### config.mk
export PLATFORM = sky130hd
export DESIGN_NAME = mem_arbiter_flat
export DESIGN_NICKNAME = d
export VERILOG_FILES = /design/src/rtl/mem_arbiter_if.sv /design/src/rtl/mem_arbiter.sv /design/src/flat_wrapper.sv
export SDC_FILE = /design/constraint.sdc
export NUM_CORES = 1
export LEC_CHECK = 0
export CAP_MARGIN = 20
export CORE_MARGIN = 4
export CORE_UTILIZATION = 40
export DETAILED_ROUTE_END_ITERATION = 8
export GPL_TIMING_DRIVEN = 0
export PLACE_DENSITY = 0.87
export SLEW_MARGIN = 20
export SYNTH_ARGS = -nofsm -noshare
export SYNTH_HDL_FRONTEND = slang
export SYNTH_SLANG_ARGS = --single-unit
### constraint.sdc
create_clock -name clk -period 1.92 [get_ports clk]
set_input_delay 0.384 -clock clk [delete_from_list [all_inputs] [get_ports clk]]
set_output_delay 0.384 -clock clk [all_outputs]
set_load 0.01 [all_outputs]
### src/rtl/mem_arbiter_if.sv
// rtl/mem_arbiter_if.sv - fetch, data and memory bus bundle for mem_arbiter
//
// Fetch port   : f_req, f_addr (in); f_ack, f_rdata (out)
// Data port    : d_req, d_we, d_addr, d_wdata, d_be (in); d_ack, d_rdata (out)
// Memory port  : mem_rdata (in); mem_en, mem_we, mem_addr, mem_wdata, mem_be (out)
// Status       : busy, owner (out)
// Directions above are as seen by the arbiter (master modport). The slave
// modport is the requester/memory side.
interface mem_arbiter_if #(
    parameter int ADDR_W = 32,
    parameter int DATA_W = 32
);
    logic                  f_req;
    logic [ADDR_W-1:0]     f_addr;
    logic                  f_ack;
    logic [DATA_W-1:0]     f_rdata;

    logic                  d_req;
    logic                  d_we;
    logic [ADDR_W-1:0]     d_addr;
    logic [DATA_W-1:0]     d_wdata;
    logic [DATA_W/8-1:0]   d_be;
    logic                  d_ack;
    logic [DATA_W-1:0]     d_rdata;

    logic                  mem_en;
    logic                  mem_we;
    logic [ADDR_W-1:0]     mem_addr;
    logic [DATA_W-1:0]     mem_wdata;
    logic [DATA_W/8-1:0]   mem_be;
    logic [DATA_W-1:0]     mem_rdata;

    logic                  busy;
    logic                  owner;

    modport master (
        input  f_req, f_addr, d_req, d_we, d_addr, d_wdata, d_be, mem_rdata,
        output f_ack, f_rdata, d_ack, d_rdata,
               mem_en, mem_we, mem_addr, mem_wdata, mem_be, busy, owner
    );

    modport slave (
        output f_req, f_addr, d_req, d_we, d_addr, d_wdata, d_be, mem_rdata,
        input  f_ack, f_rdata, d_ack, d_rdata,
               mem_en, mem_we, mem_addr, mem_wdata, mem_be, busy, owner
    );
endinterface

### src/rtl/mem_arbiter.sv
// rtl/mem_arbiter.sv - two-port fetch/data arbiter and sequencer for unified memory
//
// Ports:
//   clk   : rising-edge clock
//   reset : synchronous, active-low
//   bus   : mem_arbiter_if.master (fetch port, data port, memory port, busy/owner)
// Parameters: MEM_LATENCY (1..15), ADDR_W, DATA_W.
// Optional feature: define MEM_ARB_RR_EN for round-robin tie breaking;
// otherwise data wins every tie and no pointer register exists.
// All outputs come straight from registers.
module mem_arbiter #(
    parameter int MEM_LATENCY = 1,
    parameter int ADDR_W      = 32,
    parameter int DATA_W      = 32
) (
    input  logic          clk,
    input  logic          reset,
    mem_arbiter_if.master bus
);
    typedef enum logic [1:0] {IDLE, CMD, WAIT, ACK} state_t;

    state_t state, state_nx;
    logic   grant;
    logic   grant_data;
    logic   capture;

    logic [3:0]          cnt;
    logic                f_ack_q, d_ack_q, mem_en_q, mem_we_q, busy_q, owner_q;
    logic [ADDR_W-1:0]   mem_addr_q;
    logic [DATA_W-1:0]   mem_wdata_q, f_rdata_q, d_rdata_q;
    logic [DATA_W/8-1:0] mem_be_q;

`ifdef MEM_ARB_RR_EN
    // 1 = data was granted last; resets so the first tie goes to fetch.
    logic last_data;

    always_ff @(posedge clk) begin
        if (!reset) begin
            last_data <= 1'b1;
        end else if (grant) begin
            last_data <= grant_data;
        end
    end
`endif

    always_ff @(posedge clk) begin
        if (!reset) begin
            state <= IDLE;
        end else begin
            state <= state_nx;
        end
    end

    always_comb begin
        state_nx   = state;
        grant      = 1'b0;
        grant_data = 1'b0;
        case (state)
            IDLE: begin
                if (bus.f_req || bus.d_req) begin
                    grant    = 1'b1;
                    state_nx = CMD;
`ifdef MEM_ARB_RR_EN
                    grant_data = bus.d_req && (!bus.f_req || !last_data);
`else
                    grant_data = bus.d_req;
`endif
                end
            end
            CMD:     state_nx = WAIT;
            WAIT:    if (cnt == 4'd0) state_nx = ACK;
            ACK:     state_nx = IDLE;
            default: state_nx = IDLE;
        endcase
    end

    // Read data is valid during the last WAIT cycle; stores skip the capture.
    assign capture = (state == WAIT) && (cnt == 4'd0) && !mem_we_q;

    always_ff @(posedge clk) begin
        if (!reset) begin
            cnt         <= 4'd0;
            f_ack_q     <= 1'b0;
            d_ack_q     <= 1'b0;
            mem_en_q    <= 1'b0;
            mem_we_q    <= 1'b0;
            busy_q      <= 1'b0;
            owner_q     <= 1'b0;
            mem_addr_q  <= '0;
            mem_wdata_q <= '0;
            mem_be_q    <= '0;
            f_rdata_q   <= '0;
            d_rdata_q   <= '0;
        end else begin
            // Outputs are registered from the next state so they line up
            // with the state they belong to.
            mem_en_q <= (state_nx == CMD);
            busy_q   <= (state_nx != IDLE);
            f_ack_q  <= (state_nx == ACK) && !owner_q;
            d_ack_q  <= (state_nx == ACK) && owner_q;

            if (grant) begin
                owner_q     <= grant_data;
                mem_addr_q  <= grant_data ? bus.d_addr : bus.f_addr;
                mem_we_q    <= grant_data && bus.d_we;
                mem_wdata_q <= grant_data ? bus.d_wdata : '0;
                mem_be_q    <= grant_data ? bus.d_be : '0;
            end

            if (state == CMD) begin
                cnt <= 4'(MEM_LATENCY - 1);
            end else if (state == WAIT && cnt != 4'd0) begin
                cnt <= cnt - 4'd1;
            end

            if (capture) begin
                if (owner_q) begin
                    d_rdata_q <= bus.mem_rdata;
                end else begin
                    f_rdata_q <= bus.mem_rdata;
                end
            end
        end
    end

    assign bus.f_ack     = f_ack_q;
    assign bus.d_ack     = d_ack_q;
    assign bus.f_rdata   = f_rdata_q;
    assign bus.d_rdata   = d_rdata_q;
    assign bus.mem_en    = mem_en_q;
    assign bus.mem_we    = mem_we_q;
    assign bus.mem_addr  = mem_addr_q;
    assign bus.mem_wdata = mem_wdata_q;
    assign bus.mem_be    = mem_be_q;
    assign bus.busy      = busy_q;
    assign bus.owner     = owner_q;
endmodule
### src/flat_wrapper.sv
// flat-port wrapper written by rule: the top's interface ports become plain ports
module mem_arbiter_flat 
#(
    parameter int MEM_LATENCY = 1,
    parameter int ADDR_W      = 32,
    parameter int DATA_W      = 32
)
  (clk, reset, bus_f_req, bus_f_addr, bus_d_req, bus_d_we, bus_d_addr, bus_d_wdata, bus_d_be, bus_mem_rdata, bus_f_ack, bus_f_rdata, bus_d_ack, bus_d_rdata, bus_mem_en, bus_mem_we, bus_mem_addr, bus_mem_wdata, bus_mem_be, bus_busy, bus_owner);
  mem_arbiter_if #(.ADDR_W(ADDR_W), .DATA_W(DATA_W)) bus_i ();
  input  logic clk;
  input  logic reset;
  input wire logic [$bits(bus_i.f_req)-1:0] bus_f_req;
  input wire logic [$bits(bus_i.f_addr)-1:0] bus_f_addr;
  input wire logic [$bits(bus_i.d_req)-1:0] bus_d_req;
  input wire logic [$bits(bus_i.d_we)-1:0] bus_d_we;
  input wire logic [$bits(bus_i.d_addr)-1:0] bus_d_addr;
  input wire logic [$bits(bus_i.d_wdata)-1:0] bus_d_wdata;
  input wire logic [$bits(bus_i.d_be)-1:0] bus_d_be;
  input wire logic [$bits(bus_i.mem_rdata)-1:0] bus_mem_rdata;
  output wire logic [$bits(bus_i.f_ack)-1:0] bus_f_ack;
  output wire logic [$bits(bus_i.f_rdata)-1:0] bus_f_rdata;
  output wire logic [$bits(bus_i.d_ack)-1:0] bus_d_ack;
  output wire logic [$bits(bus_i.d_rdata)-1:0] bus_d_rdata;
  output wire logic [$bits(bus_i.mem_en)-1:0] bus_mem_en;
  output wire logic [$bits(bus_i.mem_we)-1:0] bus_mem_we;
  output wire logic [$bits(bus_i.mem_addr)-1:0] bus_mem_addr;
  output wire logic [$bits(bus_i.mem_wdata)-1:0] bus_mem_wdata;
  output wire logic [$bits(bus_i.mem_be)-1:0] bus_mem_be;
  output wire logic [$bits(bus_i.busy)-1:0] bus_busy;
  output wire logic [$bits(bus_i.owner)-1:0] bus_owner;
  assign bus_i.f_req = bus_f_req;
  assign bus_i.f_addr = bus_f_addr;
  assign bus_i.d_req = bus_d_req;
  assign bus_i.d_we = bus_d_we;
  assign bus_i.d_addr = bus_d_addr;
  assign bus_i.d_wdata = bus_d_wdata;
  assign bus_i.d_be = bus_d_be;
  assign bus_i.mem_rdata = bus_mem_rdata;
  assign bus_f_ack = bus_i.f_ack;
  assign bus_f_rdata = bus_i.f_rdata;
  assign bus_d_ack = bus_i.d_ack;
  assign bus_d_rdata = bus_i.d_rdata;
  assign bus_mem_en = bus_i.mem_en;
  assign bus_mem_we = bus_i.mem_we;
  assign bus_mem_addr = bus_i.mem_addr;
  assign bus_mem_wdata = bus_i.mem_wdata;
  assign bus_mem_be = bus_i.mem_be;
  assign bus_busy = bus_i.busy;
  assign bus_owner = bus_i.owner;
  mem_arbiter #(.MEM_LATENCY(MEM_LATENCY), .ADDR_W(ADDR_W), .DATA_W(DATA_W)) u_core (.clk(clk), .reset(reset), .bus(bus_i));
endmodule
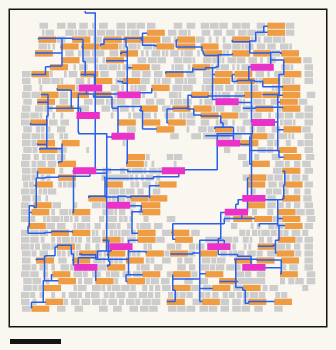
**Above:** clock wires, drivers and flops.
Bar = 20 um.
[flip-flops] orange | count: 144
[cells driving clock nets] magenta | count: 17
[clock wires] blue | length: 1680 um
routed clock nets: 18
flops lie: spread over the die
Insertion Delay late pin: 0.41 ns
Clock Power Share: 0.313

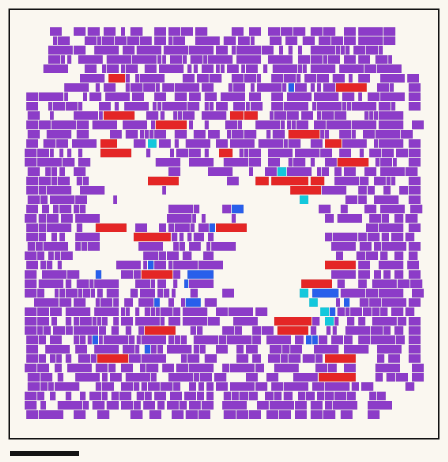
**Above:** drive-strength map.
Bar = 20 um.
| size | color | cells |
|---|---|---|
| drive 2 | blue | 16 |
| drive 3 to 4 | cyan | 7 |
| drive 1 or less | purple | 826 |
| drive 6 and up | red | 29 |

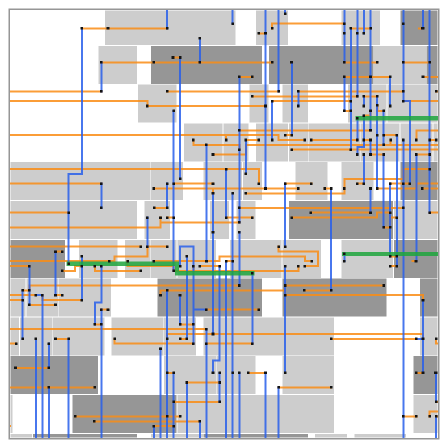
**Above:** layout detail.
Window x 78 to 108, y 16 to 46 um. Cells in gray, sequential cells in the stronger gray; small squares are vias.
| layer | color |
|---|---|
| met3 | green |
| met2 | blue |
| met1 | orange |
netlist names of flops here include: u_core.bus.mem_wdata (6)
most frequent: nor2b_1 (11), clkdlybuf4s50_1 (11)
cells with their middle in the window: 56
sequential cells in the window: 8

==> flow_metrics.py <==
# Physical implementation metrics
metrics = {
    "status": {
        "outcome": "finished, final reports clean",
    },
    "grt": {
        "grt_overflow": 0,
        "grtUsageMet1": 0.235,
        "grt_use_met2": 0.362,
        "grt_pass1_vias": 5293,
        "busiest_layer": "met2",
        "antenna_found_initial": 0,
        "gr-usage-met3": 0.0712,
        "track_usage": 0.212,
        "grt_max_degree": 17,
        "grt_pass1_wl_mm": 26.6,
    },
    "logic_synthesis": {
        "xor_area_frac": 0,
        "simple_gate_share": 0.137,
        "yosys.area_share.adder": 0.0115,
        "yosys.stat.seqShare": 0.531,
        "netlist_logic_family_top": "AND-OR/OR-AND gates",
        "ff_type": "dfxtp_1",
        "top_cells_by_area": "dfxtp_1 53%, mux2i_1 12%, nand2_1 6.9%",
        "muxShareOfSynthArea": 0.118,
        "top_cell_area_share": 0.531,
        "floorplan.nets": 715,
        "yosysWarnings": 0,
        "synth.largest_area_cell": "dfxtp_1",
        "yosys_cells": 573,
        "edf_count": 0,
        "netlist_area_sq_um": 5430,
        "post_synth.cell_area_avg_sq_um": 9.48,
        "synthDistinctLibCells": 31,
        "synth-seq-cells": 144,
        "synthArstFlopShare": 0,
        "aoi_share": 0.162,
        "ys_area_sq_um": 5430,
    },
    "place": {
        "place_ws_ns": -0.286,
        "placed_cell_area_sq_um": 8390,
        "dp.final_hpwl_mm": 13.0,
        "placed_cells": 1022,
    },
    "floorplan": {
        "fp_util": 0.409,
        "io_pins": 275,
        "row_count": 42,
        "die_area_sq_um": 15500,
        "die_w_um": 125,
        "die_height_um": 125,
        "core_area_sq_um": 13300,
    },
    "worst_setup_path": {
        "crit_family": "simple AND/OR/NAND/NOR gates",
        "start_kind": "register",
        "path_cells": "inv_1, ha_1, buf_2, or4b_1, or3b_1, a21oi_1",
        "critPathMaxFanout": 9,
        "crit_arrival_ns": 2.14,
        "cp_num_buf_inv": 2,
        "critPathMaxStageDelay_ns": 0.46,
        "critical_path_class": "reg -> reg",
        "rrSetupSlack_ns": 0.12,
        "endpoint_kind": "register",
        "critical_path.slowest_cell": "or4b_1",
        "crit_required_ns": 2.26,
    },
    "sta": {
        "setup_viol": 0,
        "rsz0062_at_grt": "false",
        "final.setup.tns_ns": 0,
        "layout_min_cycle_time_ns": 1.80,
        "timing.final.ws_setup_ns": 0.123,
        "worst_slew_margin_rel": 0.589,
        "hold_viol": 0,
        "finalCritPeriodShare": 0.936,
        "max_freq_mhz": 557,
        "worst_slew_pin_slew_ns": 0.616,
        "fin_skew_ns": 0.00729,
        "fin_worst_hold_slack_ns": 0.455,
        "drv_slew": 0,
    },
    "cts": {
        "cts_root_buf": "clkbuf_16",
        "cts_tree": "done",
        "postCtsHoldBufs": 0,
        "clk_pin_slew_ns": 0.06,
        "cts_max_level": 4,
        "ctsResizeCount": 9,
        "clk_path_buf_depth": 2,
        "post-cts-setup-buffers": 1,
        "clock-sinks": 144,
    },
    "pwr": {
        "power-top-group": "registers",
        "swShare": 0.300,
        "seq_power_share": 0.349,
        "combPwrFrac": 0.337,
        "power_leakage_nw": 3.72,
        "powerSeq_mw": 3.89,
        "pwr.group.clock_mw": 3.49,
        "power_density_nw_per_um2": 1230,
        "irDropWorstVdd_mv": 0.640,
        "total_power_mw": 11.1,
        "p_sw_mw": 3.34,
        "p_comb_mw": 3.75,
        "p_int_mw": 7.79,
    },
    "detailed_routing": {
        "vias_per_cell": 5.01,
        "ant_nets": 0,
        "num_vias": 5283,
        "wl_met1_mm": 6.81,
        "drt_iter0_markers": 245,
        "wl_met3_mm": 1.25,
        "wirelength_mm": 17.1,
        "dr.pass1.iters": 5,
        "dr_wl_met2_mm": 8.45,
        "drc_errors": 0,
        "top_layer": "met4",
        "detail_route.wl_per_cell_um": 16.2,
    },
    "worst_hold_path": {
        "worstHoldPathType": "reg -> reg",
    },
    "final_layout": {
        "layout_top_cell": "clkdlybuf4s50_1",
        "stdcell_area_sq_um": 9070,
        "drive_above_1_share": 0.0592,
        "area_growth_pct": 67.0,
        "antennaDiodeCount": 0,
        "fin_nets": 1007,
        "final_util": 0.683,
        "fin_cells": 1054,
    },
    "run": {
        "max-cap-violations": 0,
        "tool_warnings": 30,
    },
}
## registers in the layout (all words and copies together), names as in the netlist
signal	count
u_core.bus.d_rdata	32
u_core.bus.f_rdata	32
u_core.bus.mem_addr	32
u_core.bus.mem_wdata	32
u_core.bus.mem_be	4
u_core.cnt	4
u_core.state	2
u_core.bus.busy	1
u_core.bus.d_ack	1
u_core.bus.f_ack	1
u_core.bus.mem_en	1
u_core.bus.mem_we	1
u_core.bus.owner	1
## cell type report
| cell class | count | area, sq um |
|---|---|---|
| buffer | 48 | 240 |
| clock buffer | 21 | 470 |
| clock inverter | 11 | 160 |
| fill | 1030 | 4220 |
| inverter | 6 | 22.5 |
| multi-input combinational | 374 | 2340 |
| sequential | 144 | 2890 |
| tap | 176 | 220 |
| timing repair buffer | 274 | 2740 |
## worst paths after layout
kind	startpoint	endpoint	cells after the start
setup / recovery	u_core.state[0]$_SDFF_PN0_	u_core.cnt[3]$_SDFFE_PP0P_	6
hold / removal	u_core.bus.f_rdata[14]$_SDFFE_PN0P_	u_core.bus.f_rdata[14]$_SDFFE_PN0P_	2
setup reg to reg	u_core.state[0]$_SDFF_PN0_	u_core.cnt[3]$_SDFFE_PP0P_	6
hold reg to reg	u_core.bus.f_rdata[14]$_SDFFE_PN0P_	u_core.bus.f_rdata[14]$_SDFFE_PN0P_	2
## cells in the mapped netlist, types with 2 or more instances
cell type  instances
and2_1             2
a22oi_1           37
clkbuf_1          34
nor2b_1           39
o22ai_1           32
ha_1               5
inv_1              5
or3b_1             2
nor2_1             5
buf_1              4
a21oi_1           37
mux2i_1           64
dfxtp_1          144
o21ai_0           34
and3_1             2
nand3_1            2
nand2b_1           2
nand2_1          100
buf_2             11
Power is estimated from default activity; no workload was simulated.
